**src/rtl/div_pkg.sv**
```systemverilog
// Shared types and constants for the multi-cycle divider.
// Provides the FSM state enum, the default width and the counter width.
package div_pkg;

  localparam int WIDTH_DEF = 32;
  localparam int CNT_W     = $clog2(WIDTH_DEF + 1);

  typedef enum logic [2:0] {
    IDLE,
    PREP,
    ITER,
    FIX,
    DONE
  } div_state_t;

endpackage

```
**src/rtl/passo_divisao.sv**
```systemverilog
// One combinational restoring-division step.
// Ports: rem_i/q_msb_i/divisor_i in; rem_o (next remainder), q_bit_o out.
module passo_divisao #(
  parameter int WIDTH = 32
) (
  input  logic [WIDTH:0]   rem_i,
  input  logic             q_msb_i,
  input  logic [WIDTH-1:0] divisor_i,
  output logic [WIDTH:0]   rem_o,
  output logic             q_bit_o
);

  logic [WIDTH:0] shifted;
  logic [WIDTH:0] diff;

  always_comb begin
    shifted = {rem_i[WIDTH-1:0], q_msb_i};
    diff    = shifted - {1'b0, divisor_i};
    q_bit_o = ~diff[WIDTH];
    rem_o   = diff[WIDTH] ? shifted : diff;
  end

endmodule

```
**src/rtl/divisor_multiciclo.sv**
```systemverilog
// Multi-cycle restoring divider (DIV/DIVU): quotient to LO, remainder to HI.
// Ports: clk, reset, start, signed_op, dividendo, divisor in;
//        busy, done, quociente, resto, div_zero out (all registered).
module divisor_multiciclo
  import div_pkg::*;
#(
  parameter int WIDTH = WIDTH_DEF
) (
  input  logic             clk,
  input  logic             reset,
  input  logic             start,
  input  logic             signed_op,
  input  logic [WIDTH-1:0] dividendo,
  input  logic [WIDTH-1:0] divisor,
  output logic             busy,
  output logic             done,
  output logic [WIDTH-1:0] quociente,
  output logic [WIDTH-1:0] resto,
  output logic             div_zero
);

  localparam int CW = $clog2(WIDTH + 1);

  div_state_t     state_q, state_d;
  logic [CW-1:0]  cnt_q, cnt_d;
  logic [WIDTH-1:0] dvd_q, dvd_d;
  logic [WIDTH-1:0] dvs_q, dvs_d;
  logic [WIDTH-1:0] mag_q, mag_d;
  logic [WIDTH-1:0] quo_q, quo_d;
  logic [WIDTH:0]   rem_q, rem_d;
  logic sgn_q, sgn_d;
  logic negq_q, negq_d;
  logic negr_q, negr_d;
  logic busy_q, busy_d;
  logic done_q, done_d;
  logic dz_q, dz_d;
  logic [WIDTH-1:0] qout_q, qout_d;
  logic [WIDTH-1:0] rout_q, rout_d;

  logic [WIDTH:0] step_rem;
  logic           step_bit;
  logic           neg_a;
  logic           neg_b;

  passo_divisao #(.WIDTH(WIDTH)) u_passo (
    .rem_i    (rem_q),
    .q_msb_i  (quo_q[WIDTH-1]),
    .divisor_i(mag_q),
    .rem_o    (step_rem),
    .q_bit_o  (step_bit)
  );

  always_comb begin
    state_d = state_q;
    cnt_d   = cnt_q;
    dvd_d   = dvd_q;
    dvs_d   = dvs_q;
    mag_d   = mag_q;
    quo_d   = quo_q;
    rem_d   = rem_q;
    sgn_d   = sgn_q;
    negq_d  = negq_q;
    negr_d  = negr_q;
    dz_d    = dz_q;
    qout_d  = qout_q;
    rout_d  = rout_q;
    neg_a   = sgn_q & dvd_q[WIDTH-1];
    neg_b   = sgn_q & dvs_q[WIDTH-1];
    unique case (state_q)
      IDLE: begin
        if (start) begin
          dvd_d   = dividendo;
          dvs_d   = divisor;
          sgn_d   = signed_op;
          state_d = PREP;
        end
      end
      PREP: begin
        quo_d   = neg_a ? (0 - dvd_q) : dvd_q;
        mag_d   = neg_b ? (0 - dvs_q) : dvs_q;
        negq_d  = neg_a ^ neg_b;
        negr_d  = neg_a;
        rem_d   = '0;
        cnt_d   = '0;
        state_d = ITER;
      end
      ITER: begin
        rem_d = step_rem;
        quo_d = {quo_q[WIDTH-2:0], step_bit};
        cnt_d = cnt_q + 1'b1;
        if (cnt_q == CW'(WIDTH - 1))
          state_d = FIX;
      end
      FIX: begin
        // Zero divisor: the iteration result is meaningless, override it.
        if (dvs_q == '0) begin
          qout_d = '1;
          rout_d = dvd_q;
          dz_d   = 1'b1;
        end else begin
          qout_d = negq_q ? (0 - quo_q) : quo_q;
          rout_d = negr_q ? (0 - rem_q[WIDTH-1:0])
                          : rem_q[WIDTH-1:0];
          dz_d   = 1'b0;
        end
        state_d = DONE;
      end
      DONE: state_d = IDLE;
      default: state_d = IDLE;
    endcase
    busy_d = (state_d != IDLE);
    done_d = (state_d == DONE);
  end

  always_ff @(posedge clk or posedge reset) begin
    if (reset) begin
      state_q <= IDLE;
      cnt_q   <= '0;
      dvd_q   <= '0;
      dvs_q   <= '0;
      mag_q   <= '0;
      quo_q   <= '0;
      rem_q   <= '0;
      sgn_q   <= 1'b0;
      negq_q  <= 1'b0;
      negr_q  <= 1'b0;
      busy_q  <= 1'b0;
      done_q  <= 1'b0;
      dz_q    <= 1'b0;
      qout_q  <= '0;
      rout_q  <= '0;
    end else begin
      state_q <= state_d;
      cnt_q   <= cnt_d;
      dvd_q   <= dvd_d;
      dvs_q   <= dvs_d;
      mag_q   <= mag_d;
      quo_q   <= quo_d;
      rem_q   <= rem_d;
      sgn_q   <= sgn_d;
      negq_q  <= negq_d;
      negr_q  <= negr_d;
      busy_q  <= busy_d;
      done_q  <= done_d;
      dz_q    <= dz_d;
      qout_q  <= qout_d;
      rout_q  <= rout_d;
    end
  end

  assign busy      = busy_q;
  assign done      = done_q;
  assign quociente = qout_q;
  assign resto     = rout_q;
  assign div_zero  = dz_q;

endmodule

```
**config.mk**
```make
export PLATFORM = sky130hd
export DESIGN_NAME = divisor_multiciclo
export DESIGN_NICKNAME = d
export VERILOG_FILES = /design/src/rtl/div_pkg.sv /design/src/rtl/passo_divisao.sv /design/src/rtl/divisor_multiciclo.sv
export SDC_FILE = /design/constraint.sdc
export NUM_CORES = 1
export LEC_CHECK = 0
export ABC_AREA = 0
export CAP_MARGIN = 10
export CORE_MARGIN = 8
export CORE_UTILIZATION = 45
export DETAILED_ROUTE_END_ITERATION = 10
export PLACE_DENSITY = 0.65
export SLEW_MARGIN = 5
export SYNTH_ARGS = -nofsm -noshare
export SYNTH_HDL_FRONTEND = slang
export SYNTH_HIERARCHICAL = 1
export SYNTH_SLANG_ARGS = --single-unit
export TNS_END_PERCENT = 30
```
**constraint.sdc**
```tcl
create_clock -name clk -period 10 [get_ports clk]
set_input_delay 1 -clock clk [delete_from_list [all_inputs] [get_ports clk]]
set_output_delay 1 -clock clk [all_outputs]
set_load 0.02 [all_outputs]
```
Figure 1. PDN straps and rails (run 1).
Scale bar: 50 µm. Pins as bars on the die edge.
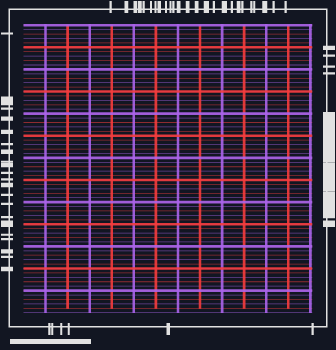
legend:
  red:
    net: VDD
  purple:
    net: VSS
rows: 65
met1 rails: 66
signal pins: 135

Figure 2. Placement by cell class (run 1).
Fill, decap, tap and diode cells in gray.
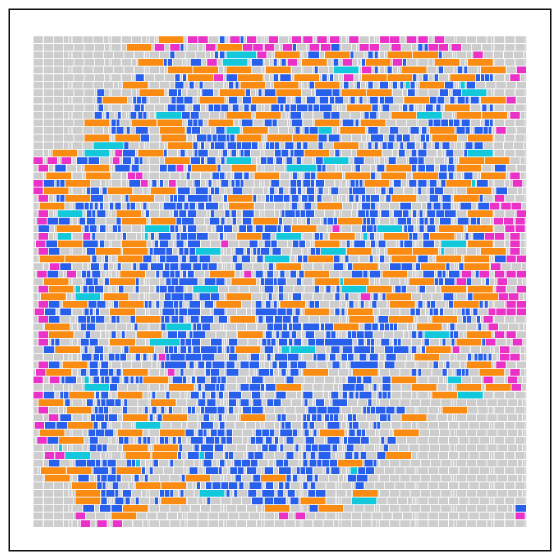
legend:
  magenta:
    class: other buffers and delay cells
    cells: 149
    share_of_their_area: 8.9%
  orange:
    class: flops
    cells: 239
    share_of_their_area: 36%
  cyan:
    class: clock drivers and dummy loads
    cells: 51
    share_of_their_area: 5.9%
  blue:
    class: all other logic
    cells: 1203
    share_of_their_area: 49%

Figure 3. Clock network drawn from the DEF (run 1).
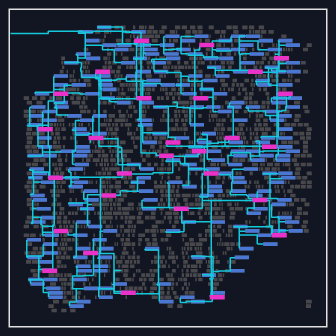
legend:
  magenta:
    item: cells driving clock nets
    count: 28
  cyan:
    item: clock wires
    length: 3410 µm
  blue:
    item: flip-flops
    count: 239
routed clock nets: 29
flops lie: widely spread

==> ci_impl_report.md, run 1 <==
### Yosys + OpenROAD results

| Metric | Value |
|---|---|
| Min-delay src | `quociente[7]$_DFFE_PP0N_` |
| Critical path depth in cells | `16` |
| Num CTS Buffers | `28` |
| Initial DRC Count | `between 1000 and 1500` |
| Slowest CP cell | `ha_2` |
| Placed cells | `1993` |
| Post-detail-place hpwl | `approximately 29000 µm` |
| Max rail drop VDD | `between 0.00015 and 0.0002 V` |
| WHS Endpoint | `quociente[7]$_DFFE_PP0N_` |
| Worst Path Buf+Inv | `3` |
| Vias per cell | `between 5 and 6` |
| Dpl cell area | `roughly 16000 µm²` |
| Fin. max-slew vios | `0` |
| CTS tree | `built` |
| GRT Max-Usage Layer | `met2` |
| Top power group | `combinational cells` |
| Met3 wire len | `2710 µm` |
| Crit path DAT | `between 5 and 6 ns` |
| DRT met1 WL | `19300 µm` |
| Sw Share | `45.6%` |
| DR top layer | `met4` |
| Antenna Cells | `0` |
| Fillcell total | `2826` |
| Core area | `roughly 31000 µm²` |
| Most numerous logic cell after layout | `dfrtp_1` |
| Non-clock buffer share | `under 10%` |
| Layout area overhead | `18.3%` |
| Critical Path Source | `quo_q[31]$_DFFE_PP0P_` |
| First-pass GRT wire length | `roughly 65000 µm` |
| Fmax | `about 0.21 GHz` |
| Syn_area_per_cell | `9.36 µm²` |
| Worst setup EP type | `register` |
| Reg2reg setup slack | `~5.2 ns` |
| Sum Neg Setup Slack | `0 ns` |
| Syn Nets | `about 1600` |
| Clk. pwr | `approximately 1.1 mW` |
| Die y size | `194 µm` |
| Die area | `approximately 38000 µm²` |
| Post-CTS setup buffers | `0` |
| Inverters | `between 50 and 60` |
| Rows | `roughly 65` |
| Hold Buf Count CTS | `0` |
| Setup ws final | `approximately 5.2 ns` |
| Largest net degree at the start of global routing | `roughly 110` |
| Final Core Density | `53.9%` |
| Gr usage total | `a little over a fifth` |
| Initial antenna violation count | `0` |
| TritonCTS Sinks | `239` |
| Least-Margin Pin Slew | `1.12 ns` |
| Post-Synthesis Cells | `around 1500` |
| Antenna Nets Post-Route | `0` |
| Via Count | `~12000` |
| Met1 GRT Util | `between 30% and 40%` |
| CLK BUF | `38` |
| Comb power frac | `54.3%` |
| Crit path to | `rem_q[20]$_DFFE_PP0P_` |
| Ratio of final minimum period to clock period | `47.9%` |
| Setup crit start kind | `register` |
| FF/Latch Area | `approximately 6000 µm²` |
| Leakage Power | `around 7.0 nW` |
| Mapped cell area | `about 14000 µm²` |
| IO buf count | `approximately 130` |
| Router iterations before antenna repair | `6` |
| Combinational group power | `between 3 and 4 mW` |
| Placer Congestion | `about 0.91` |
| Final Cell Area | `around 17000 µm²` |
| H-tree depth | `1` |
| WL per Instance | `between 15 and 20 µm` |
| Clock latency at the later pin of the worst-skew pair | `roughly 0.55 ns` |
| Met3 Resource Use GR | `roughly 3.0%` |
| Root buf cell | `clkbuf_16` |
| Most common logic cells in the final layout | `dfrtp_1, nand2_1, o21ai_0` |
| Grt total ovfl | `0` |
| Clk_skew | `about 0.0093 ns` |
| Non-CTS buffers | `roughly 150` |
| Crit Path Category | `reg2reg` |
| Yosys warning total | `6` |
| FF-to-FF path depth | `16` |
| Post-layout nets | `1728` |
| Die W | `roughly 190 µm` |
| Min-delay worst type | `reg2reg` |
| Flop share of the area | `a little over a third` |
| Hold WS | `approximately 0.47 ns` |
| Longest Clk Path Bufs | `3` |
| RSZ-0062 raised after global routing | `false` |
| CP cell instances | `inv_1 -> ha_1 -> fa_1 -> or2b_1 -> a21oi_2 -> o21bai_4 -> a21oi_2 -> o2111ai_1 -> a311o_1 -> o211ai_1 -> ha_2 -> inv_1 -> buf_4 -> or4b_1 -> o311ai_1 -> a22o_1` |
| Min cycle time layout | `about 4.8 ns` |
| Final Hold Viols | `0` |
| Comb area | `approximately 7800 µm²` |
| Logic share of the area | `a little under half` |
| Residual DRC count | `0` |
| Net load switching power | `3.11 mW` |
| Relative slew slack | `around 25%` |
| CP delay by family, top | `AND-OR/OR-AND gates` |
| Data required, critical path | `10.49 ns` |
| Pre-CTS setup slack | `5.26 ns` |
| Number of global-route vias before repair | `between 10000 and 15000` |
| Clk pwr share | `15.8%` |
| Status | `completed` |
| Multi-input gates | `between 1000 and 1500` |
| OpenROAD warning count | `29` |
| Seq pwr share | `between 20% and 30%` |
| CTS clk-pin slew, worst paths | `0.06 ns` |
| Area-dominant class | `logic gates` |
Figure 4. Signal wires by layer (run 1).
Scale bar: 50 µm. Two of the layers only.
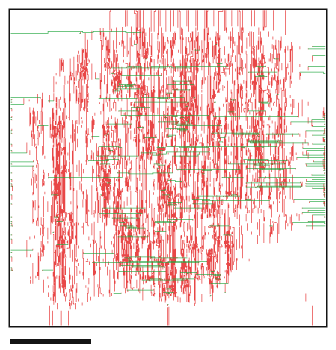

==> run 1 -> run 2 <==
--- a/config.mk
+++ b/config.mk
@@ -10,7 +10,7 @@
 export CORE_MARGIN = 8
 export CORE_UTILIZATION = 45
 export DETAILED_ROUTE_END_ITERATION = 10
-export PLACE_DENSITY = 0.65
+export PLACE_DENSITY = 0.68
 export SLEW_MARGIN = 5
 export SYNTH_ARGS = -nofsm -noshare
 export SYNTH_HDL_FRONTEND = slang
==> constraint.sdc (replaced) <==
create_clock -name clk -period 4.2 [get_ports clk]
set_input_delay 0.42 -clock clk [delete_from_list [all_inputs] [get_ports clk]]
set_output_delay 0.42 -clock clk [all_outputs]
set_load 0.02 [all_outputs]
Figure 5. Signal wires by layer (run 2).
Scale bar: 50 µm. Two of the layers only.
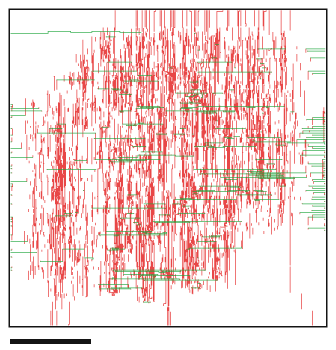
legend:
  green:
    layer: met3
    wire_length: 2750 µm
  red:
    layer: met2
    wire_length: 17600 µm

==> ci_impl_report.md, run 2 <==
### Yosys + OpenROAD results

| Metric | Value |
|---|---|
| Data required, critical path | `4.62 ns (was 10.49 ns)` |
| Fmax | `0.256 GHz (was 0.209 GHz)` |
| Worst setup EP type | `register (unchanged)` |
| Mapped cell area | `14300 µm² (unchanged)` |
| Sw Share | `45.7% (was 45.6%)` |
| Largest net degree at the start of global routing | `136 (was 105)` |
| RSZ-0062 raised after global routing | `false (unchanged)` |
| Final Cell Area | `17000 µm² (was 16900 µm²)` |
| Initial antenna violation count | `0 (unchanged)` |
| Multi-input gates | `1148 (unchanged)` |
| Met1 GRT Util | `30.4% (was 31.0%)` |
| Comb power frac | `56.1% (was 54.3%)` |
| FF/Latch Area | `5980 µm² (unchanged)` |
| CTS tree | `built (unchanged)` |
| Antenna Cells | `0 (unchanged)` |
| H-tree depth | `1 (unchanged)` |
| Reg2reg setup slack | `0.29 ns (was 5.21 ns)` |
| Clk pwr share | `14.1% (was 15.8%)` |
| Num CTS Buffers | `27 (was 28)` |
| Die W | `194 µm (unchanged)` |
| CP delay by family, top | `AND-OR/OR-AND gates (unchanged)` |
| Relative slew slack | `27.8% (was 25.0%)` |
| Router iterations before antenna repair | `5 (was 6)` |
| Least-Margin Pin Slew | `1.08 ns (was 1.12 ns)` |
| TritonCTS Sinks | `239 (unchanged)` |
| WL per Instance | `19.7 µm (was 19.8 µm)` |
| Placed cells | `2009 (was 1993)` |
| DRT met1 WL | `19200 µm (was 19300 µm)` |
| Combinational group power | `9.03 mW (was 3.71 mW)` |
| Post-CTS setup buffers | `0 (unchanged)` |
| Setup crit start kind | `register (unchanged)` |
| Net load switching power | `7.36 mW (was 3.11 mW)` |
| Post-Synthesis Cells | `1529 (unchanged)` |
| Area-dominant class | `logic gates (unchanged)` |
| Seq pwr share | `29.8% (was 29.9%)` |
| Dpl cell area | `16100 µm² (was 15900 µm²)` |
| Hold WS | `0.422 ns (was 0.470 ns)` |
| Max rail drop VDD | `0.000571 V (was 0.000167 V)` |
| Clk_skew | `0.0155 ns (was 0.00927 ns)` |
| FF-to-FF path depth | `16 (unchanged)` |
| Initial DRC Count | `1031 (was 1164)` |
| Hold Buf Count CTS | `0 (unchanged)` |
| CTS clk-pin slew, worst paths | `0.06 ns (about the same)` |
| Critical Path Source | `quo_q[31]$_DFFE_PP0P_ (unchanged)` |
| OpenROAD warning count | `31 (was 29)` |
| CP cell instances | `inv_1 -> ha_1 -> fa_1 -> or2b_1 -> a21oi_2 -> o21bai_4 -> a21oi_4 -> o2111ai_1 -> a311o_1 -> o211ai_1 -> ha_1 -> buf_12 -> nand2b_1 -> a211oi_1 -> or3_1 -> a22o_1 (was inv_1 -> ha_1 -> fa_1 -> or2b_1 -> a21oi_2 -> o21bai_4 -> a21oi_2 -> o2111ai_1 -> a311o_1 -> o211ai_1 -> ha_2 -> inv_1 -> buf_4 -> or4b_1 -> o311ai_1 -> a22o_1)` |
| DR top layer | `met4 (unchanged)` |
| Yosys warning total | `6 (unchanged)` |
| Vias per cell | `5.86 (was 5.89)` |
| Number of global-route vias before repair | `11800 (was 11600)` |
| Placer Congestion | `0.952 (was 0.907)` |
| Status | `completed (unchanged)` |
| Non-CTS buffers | `165 (was 149)` |
| Crit path to | `rem_q[22]$_DFFE_PP0P_ (was rem_q[20]$_DFFE_PP0P_)` |
| Root buf cell | `clkbuf_16 (unchanged)` |
| Pre-CTS setup slack | `0.270 ns (was 5.26 ns)` |
| Syn_area_per_cell | `9.36 µm² (unchanged)` |
| Final Core Density | `54.0% (was 53.9%)` |
| Critical path depth in cells | `16 (unchanged)` |
| Met3 Resource Use GR | `4.16% (was 3.02%)` |
| Via Count | `12000 (about the same)` |
| Die y size | `194 µm (unchanged)` |
| Core area | `31400 µm² (unchanged)` |
| Min cycle time layout | `3.91 ns (was 4.79 ns)` |
| Crit path DAT | `4.33 ns (was 5.28 ns)` |
| Crit Path Category | `reg2reg (unchanged)` |
| Clock latency at the later pin of the worst-skew pair | `0.53 ns (was 0.55 ns)` |
| Gr usage total | `21.1% (was 21.0%)` |
| Ratio of final minimum period to clock period | `93.2% (was 47.9%)` |
| Slowest CP cell | `fa_1 (was ha_2)` |
| Grt total ovfl | `0 (unchanged)` |
| Post-detail-place hpwl | `29500 µm (was 29000 µm)` |
| Longest Clk Path Bufs | `3 (unchanged)` |
Power is estimated from default activity; no workload was simulated.
